## src/rtl/pc_sequencer.sv

```systemverilog
// Program counter sequencer: chooses PC+4 or a PC-relative branch/jump target,
// holds the PC across memory busywait stalls and counts stalled cycles.
module pc_sequencer #(
  parameter int                  PC_WIDTH  = 32,
  parameter logic [PC_WIDTH-1:0] RESET_PC  = '0,
  parameter int                  CNT_WIDTH = 16
) (
  input  logic                 CLK,
  input  logic                 RESET,
  input  logic                 BUSYWAIT,
  input  logic                 BEQ_signal,
  input  logic                 ZERO,
  input  logic                 J_signal,
  input  logic [7:0]           IMMEDIATE,
  output logic [PC_WIDTH-1:0]  PC,
  output logic                 PC_VALID,
  output logic                 REDIRECT,
  output logic [CNT_WIDTH-1:0] STALL_COUNT
);

  typedef enum logic [1:0] {BOOT, RUN, STALL} state_t;

  state_t               state, state_nxt;
  logic [PC_WIDTH-1:0]  pc_nxt, seq, tgt, offset;
  logic [PC_WIDTH-1:0]  pend_tgt, pend_tgt_nxt;
  logic                 pend_take, pend_take_nxt;
  logic                 take, valid_nxt, redir_nxt, cnt_inc;
  logic [CNT_WIDTH-1:0] cnt_nxt;

  always_comb begin
    seq    = PC + PC_WIDTH'(4);
    offset = {{(PC_WIDTH-10){IMMEDIATE[7]}}, IMMEDIATE, 2'b00};
    tgt    = seq + offset;
    take   = J_signal | (BEQ_signal & ZERO);

    state_nxt     = state;
    pc_nxt        = PC;
    valid_nxt     = PC_VALID;
    redir_nxt     = 1'b0;
    pend_take_nxt = pend_take;
    pend_tgt_nxt  = pend_tgt;
    cnt_inc       = 1'b0;

    case (state)
      BOOT: begin
        state_nxt = RUN;
        valid_nxt = 1'b1;
      end
      RUN: begin
        if (BUSYWAIT) begin
          // Decision made in the first stalled cycle is kept until release.
          pend_take_nxt = take;
          pend_tgt_nxt  = tgt;
          state_nxt     = STALL;
          cnt_inc       = 1'b1;
        end else begin
          pc_nxt    = take ? tgt : seq;
          redir_nxt = take;
        end
      end
      STALL: begin
        if (BUSYWAIT) begin
          cnt_inc = 1'b1;
        end else begin
          pc_nxt    = pend_take ? pend_tgt : seq;
          redir_nxt = pend_take;
          state_nxt = RUN;
        end
      end
      default: state_nxt = BOOT;
    endcase

    cnt_nxt = (cnt_inc && (STALL_COUNT != '1)) ? STALL_COUNT + CNT_WIDTH'(1) : STALL_COUNT;
  end

  always_ff @(posedge CLK) begin
    if (RESET) begin
      state       <= BOOT;
      PC          <= RESET_PC;
      PC_VALID    <= 1'b0;
      REDIRECT    <= 1'b0;
      STALL_COUNT <= '0;
      pend_take   <= 1'b0;
      pend_tgt    <= '0;
    end else begin
      state       <= state_nxt;
      PC          <= pc_nxt;
      PC_VALID    <= valid_nxt;
      REDIRECT    <= redir_nxt;
      STALL_COUNT <= cnt_nxt;
      pend_take   <= pend_take_nxt;
      pend_tgt    <= pend_tgt_nxt;
    end
  end

endmodule
```

## config.mk

```make
export PLATFORM = sky130hd
export DESIGN_NAME = pc_sequencer
export DESIGN_NICKNAME = d
export VERILOG_FILES = /design/src/rtl/pc_sequencer.sv
export SDC_FILE = /design/constraint.sdc
export NUM_CORES = 1
export LEC_CHECK = 0
export CAP_MARGIN = 30
export CORE_UTILIZATION = 35
export DETAILED_ROUTE_END_ITERATION = 10
export PLACE_DENSITY_LB_ADDON = 0.08
export RECOVER_POWER = 100
export SLEW_MARGIN = 20
export SYNTH_ARGS = -nofsm -noshare
export SYNTH_HDL_FRONTEND = slang
export SYNTH_SLANG_ARGS = --single-unit
```

## constraint.sdc

```tcl
create_clock -name CLK -period 3.4 [get_ports CLK]
set_clock_uncertainty 0.1 [all_clocks]
set_input_delay 0.34 -clock CLK [delete_from_list [all_inputs] [get_ports CLK]]
set_output_delay 0.34 -clock CLK [all_outputs]
set_load 0.02 [all_outputs]
```

==> GITHUB_STEP_SUMMARY, run 1 <==
## PnR job results

| Metric | Value |
|---|---|
| Detailed Route WL | `roughly 23,000 microns` |
| Crit Path Max Fanout | `5` |
| Final cell count without fillers | `approximately 1,300` |
| Top Layout Cells | `174 x buf_4, 111 x nand2_1, 86 x nor2_1, 75 x dfxtp_1, 71 x a21oi_1` |
| Die height | `136 microns` |
| Status | `complete, but fails checks` |
| Post-synth top flop | `dfxtp_1` |
| Logic pwr share | `0.430` |
| R2R setup slack | `-220 ps` |
| Crit path launch | `PC[6]$_SDFFE_PP0P_` |
| Logic inverters | `20` |
| Tapcells | `225` |
| Vias in the first global route | `between 6,000 and 7,000` |
| Yosys stat area | `around 6300 sq um` |
| Reg2Reg Depth | `16` |
| Final Max Slew Viols | `0` |
| Post-route DRC | `0` |
| Row count | `48` |
| RR Startpoint | `PC[6]$_SDFFE_PP0P_` |
| Fin Hold WS | `roughly 360 ps` |
| #FFs+latches synth | `approximately 85` |
| Bufs and invs on worst path | `1` |
| First-pass GRT wire length | `~36,000 microns` |
| Clock-pin slew on the worst setup and hold paths | `roughly 80 ps` |
| Final min period | `between 3000 and 4000 ps` |
| Violated checks | `setup timing` |
| Final setup TNS | `-1740 ps` |
| Post-route clock period utilization | `1.07` |
| Mux share | `0.0464` |
| Chip Width | `~140 microns` |
| Max incr delay on CP | `~440 ps` |
| Dpl cells | `1,217` |
| Syn Area/Cell | `approximately 7.6 sq um` |
| H-tree levels | `3` |
| Logic area | `about 4800 sq um` |
| Final instance area | `about 9200 sq um` |
| Detailed placer's ending HPWL | `~16,000 microns` |
| Final setup viols | `18` |
| Final WS setup | `-222 ps` |
| P per Cell Area | `~410 nW/um^2` |
| Commonest Layout Cell | `buf_4` |
| Critical path type | `flip-flop to flip-flop` |
| Signal buffers | `approximately 240` |
| Final net count | `1,085` |
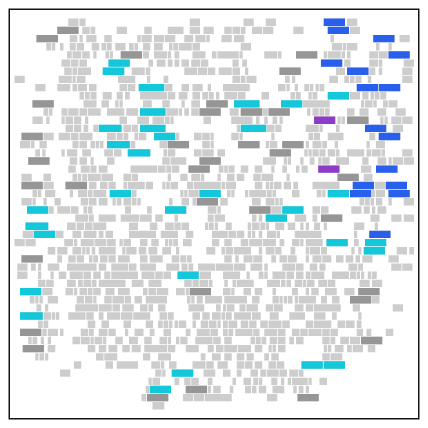
**Above:** run 1 (register map, names as in the netlist).
(3 px per micron) Other sequential cells in the stronger grey, the rest of the logic in the fainter grey.
Blue is STALL_COUNT, placed flops 16. Purple is state, placed flops 2. Cyan is PC, placed flops 32, where widely spread.
Another 35 sequential cells are not coloured.
flop share of the area: 0.188
sequential power: 1.14 mW
Layout Utilization: 0.527
storage element area: 1730 sq um

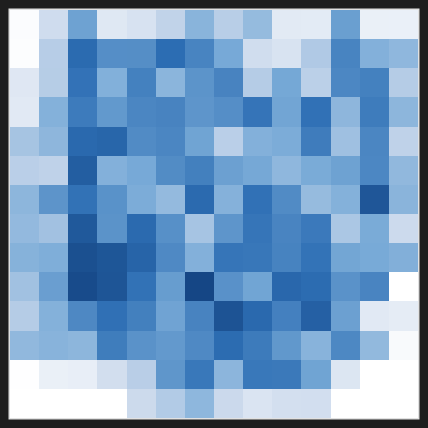
**Above:** run 1 (cell area per tile).
(3 px per micron) The die is cut into 14 by 14 equal tiles; white is low, dark blue is high, 0 to 100% covered.
The fullest tile reaches 91%. 11% of the tiles are over 75% full. 6.6% of the tiles are nearly empty. The mean over all tiles is 48%.
Core Box Area: 17,400 sq um
Core Density at Floorplan: 0.361

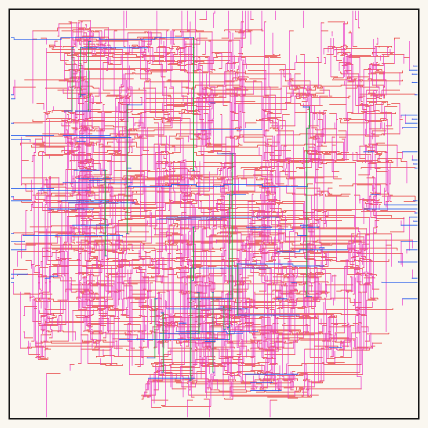
**Above:** run 1 (signal wires by layer).
(3 px per micron)
Blue is M3, wire length 966 microns. Green is M4, wire length 496 microns. Magenta is M2, wire length 11,100 microns. Red is M1, wire length 10,400 microns.
GRT Resource Usage Total: 0.249
Vias: 6,848

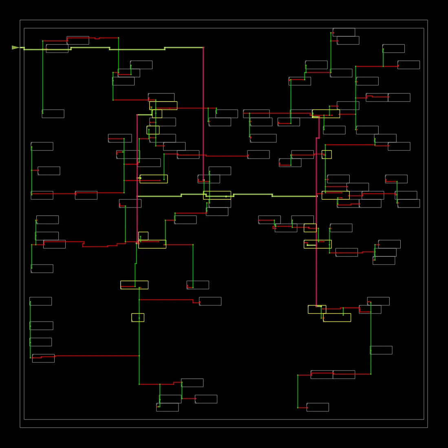
**Above:** run 1 (clock nets).
clock sink count: 85
CLK BUF: 9
Latency at later pin: 350 ps
flip-flops: 85

==> run 2, diff against run 1 <==
--- a/config.mk
+++ b/config.mk
@@ -8,9 +8,11 @@
 export CAP_MARGIN = 30
 export CORE_UTILIZATION = 35
 export DETAILED_ROUTE_END_ITERATION = 10
+export HOLD_SLACK_MARGIN = 0.1
 export PLACE_DENSITY_LB_ADDON = 0.08
 export RECOVER_POWER = 100
 export SLEW_MARGIN = 20
 export SYNTH_ARGS = -nofsm -noshare
 export SYNTH_HDL_FRONTEND = slang
 export SYNTH_SLANG_ARGS = --single-unit
+export TNS_END_PERCENT = 30
==> run 2 against run 1 <==
The run still ends with setup timing left. Critical path depth is the same. Core utilization shrank 0.62 points. First-iteration DRC count shrank 1.9%. Global-route usage shrank 0.071 points. Wire length shrank 0.55%. Die area is the same. Sequential share of layout area grew 0.17 points. Critical path type unchanged. Highest routed layer unchanged.
==> GITHUB_STEP_SUMMARY, run 2 <==
## PnR job results

| Metric | Value |
|---|---|
| Status | `complete, but fails checks` |
| Violated checks | `setup timing` |
| Logic pwr share | `0.422 (-0.008)` |
| Commonest Layout Cell | `buf_4` |
| CLK BUF | `9 (unchanged)` |
| Syn Area/Cell | `7.64 sq um (unchanged)` |
| Vias in the first global route | `6,754 (-0.19%)` |
| Sequential power | `1.14 mW (about the same)` |
| RR Startpoint | `PC[6]$_SDFFE_PP0P_` |
| Core Box Area | `17,400 sq um (unchanged)` |
| Post-synth top flop | `dfxtp_1` |
| Critical path type | `flip-flop to flip-flop` |
| Reg2Reg Depth | `16 (unchanged)` |
| Final Max Slew Viols | `0 (unchanged)` |
| First-pass GRT wire length | `35,500 microns (-0.27%)` |
| Final WS setup | `-215 ps (+7.18 ps)` |
| Tapcells | `225 (unchanged)` |
| Clock-pin slew on the worst setup and hold paths | `70 ps (about the same)` |
| Final setup viols | `20 (+2)` |
| Crit path launch | `PC[6]$_SDFFE_PP0P_` |
| H-tree levels | `3 (unchanged)` |
| Detailed placer's ending HPWL | `16,400 microns (unchanged)` |
| Clock sink count | `85 (unchanged)` |
| Final net count | `1,084 (-0.092%)` |
| Bufs and invs on worst path | `1 (unchanged)` |
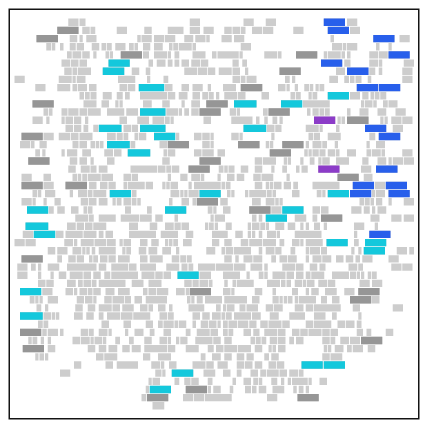
**Above:** run 2 (register map, names as in the netlist).
(3 px per micron) Other sequential cells in the stronger grey, the rest of the logic in the fainter grey.
Blue is STALL_COUNT, placed flops 16. Purple is state, placed flops 2. Cyan is PC, placed flops 32, where widely spread.
Another 35 sequential cells are not coloured.
Layout Utilization: 0.521
storage element area: 1720 sq um
flop share of the area: 0.190

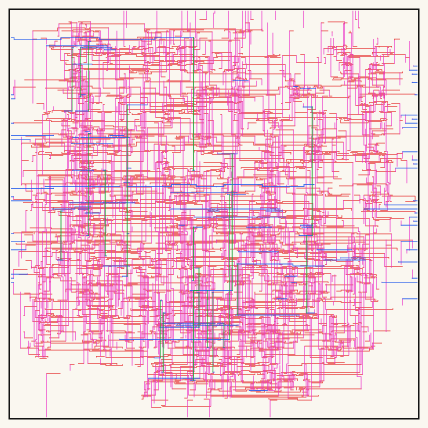
**Above:** run 2 (signal wires by layer).
(3 px per micron)
Green is M4, wire length 581 microns. Magenta is M2, wire length 10,900 microns. Red is M1, wire length 10,400 microns. Blue is M3, wire length 881 microns.
Detailed Route WL: 22,800 microns
Vias: 6,879
GRT Resource Usage Total: 0.249
drt wl/cell: 18.1 microns

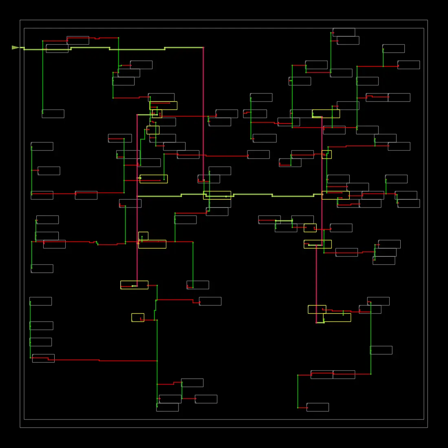
**Above:** run 2 (clock nets).
clock group power: 1.03 mW
Latency at later pin: 360 ps
total CTS buffers: 9

==> run 3, diff against run 2 <==
--- a/config.mk
+++ b/config.mk
@@ -6,11 +6,13 @@
 export NUM_CORES = 1
 export LEC_CHECK = 0
 export CAP_MARGIN = 30
+export CORE_ASPECT_RATIO = 1.4
 export CORE_UTILIZATION = 35
 export DETAILED_ROUTE_END_ITERATION = 10
 export HOLD_SLACK_MARGIN = 0.1
 export PLACE_DENSITY_LB_ADDON = 0.08
 export RECOVER_POWER = 100
+export SETUP_SLACK_MARGIN = 0.05
 export SLEW_MARGIN = 20
 export SYNTH_ARGS = -nofsm -noshare
 export SYNTH_HDL_FRONTEND = slang
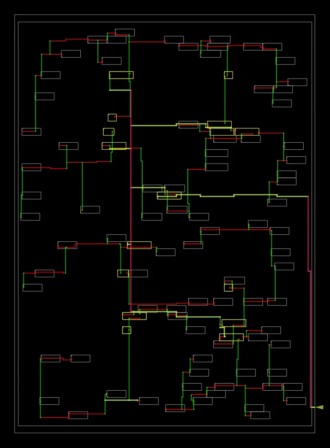
**Above:** run 3 (clock nets).
CLK BUF: 10
clock group power: 1.06 mW

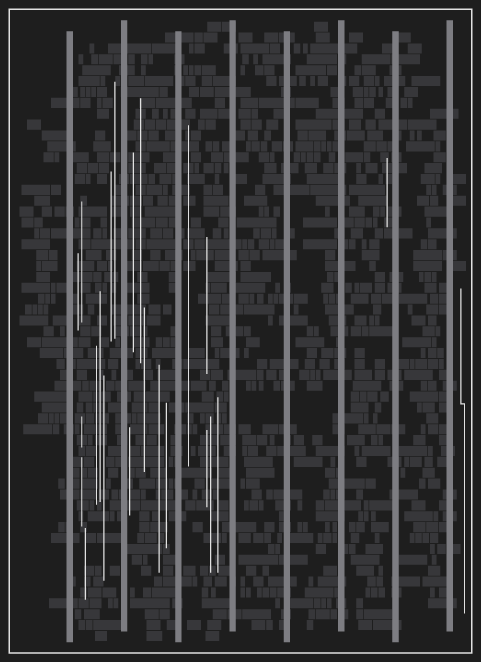
**Above:** run 3 (signal wires on met4).
(4 px per micron) Supply wires on this layer in grey. Cells faint in the background.
The wires run mostly vertical. The layer carries 925 microns of wire. 23 nets have wire on it. The longest straight run is 85.0 microns. The layer holds 4.0% of the routed length.
Vias: 6,864
Detailed Route WL: 23,200 microns

==> run 3 against run 2 <==
The flow still finishes with violations (setup timing). Setup slack gained 21 ps. Via count decreased by 0.22%. Sequential share of layout area down 0.55 points. Cell count grew 0.72%. Wire length increased by 1.9%. Flip-flop count unchanged. Core utilization up 1.4 points. First-iteration DRC count shrank 10%. Area after synthesis unchanged. Maximum frequency up 0.59%. Sequential power hardly changed. Global-route usage grew 0.47 points. Largest power group unchanged.
==> GITHUB_STEP_SUMMARY, run 3 <==
## PnR job results

| Metric | Value |
|---|---|
| Logic pwr share | `0.427 (+0.005)` |
| LEAKAGE | `between 3 and 4 nW` |
| Crit path launch | `PC[6]$_SDFFE_PP0P_` |
| RR Startpoint | `PC[6]$_SDFFE_PP0P_` |
| Tapcells | `236 (+4.9%)` |
| Storage element area | `1720 sq um (unchanged)` |
| Final instance area | `between 9000 and 10,000 sq um` |
| Area leader share | `0.271` |
| Final Max Slew Viols | `0 (unchanged)` |
| H-tree levels | `3 (unchanged)` |
| Vias in the first global route | `6,699 (-0.81%)` |
| Detailed placer's ending HPWL | `16,700 microns (+2.1%)` |
| Commonest Layout Cell | `buf_4` |
| Violated checks | `setup timing` |
| Post-synth top flop | `dfxtp_1` |
| Reg2Reg Depth | `19 (+3)` |
| Synth Area in Simple Gates | `0.228` |
| Internal power | `2.40 mW` |
| Logic inverters | `20` |
| Die Size | `18,500 sq um` |
| First-pass GRT wire length | `35,700 microns (+0.49%)` |
| Total CTS buffers | `9 (unchanged)` |
| Status | `complete, but fails checks` |
| Final net count | `1,082 (-0.18%)` |
| Flop share of the area | `0.184 (-0.00549)` |
| Hold Path End | `pend_tgt[24]$_SDFFE_PP0P_` |
| Clock sink count | `85 (unchanged)` |
| Final WS setup | `-194 ps (+21.1 ps)` |
| Drt wl/cell | `18.3 microns (+1.2%)` |
| Logic area | `just under 5000 sq um` |
| Layout cells sized above 1 | `0.299` |
| Latency at later pin | `360 ps (about the same)` |
| Syn Area/Cell | `7.64 sq um (unchanged)` |
| Sequential power | `1.14 mW (about the same)` |
| Clock-pin slew on the worst setup and hold paths | `70 ps (about the same)` |
| Final setup viols | `16 (-20%)` |
| Critical path type | `flip-flop to flip-flop` |
| Bufs and invs on worst path | `5 (+4)` |
| GRT Resource Usage Total | `0.253 (+0.00473)` |
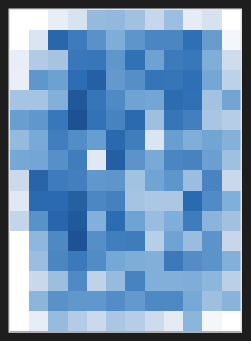
**Above:** run 3 (cell area per tile).
(2 px per micron) The die is cut into 12 by 16 equal tiles; white is low, dark blue is high, 0 to 100% covered.
9.4% of the tiles are over 75% full. The fullest tile reaches 87%. 5.2% of the tiles are nearly empty. The mean over all tiles is 49%.
Layout Utilization: 0.535
Core Box Area: 17,500 sq um
Core Density at Floorplan: 0.360

Power is estimated from default activity; no workload was simulated.
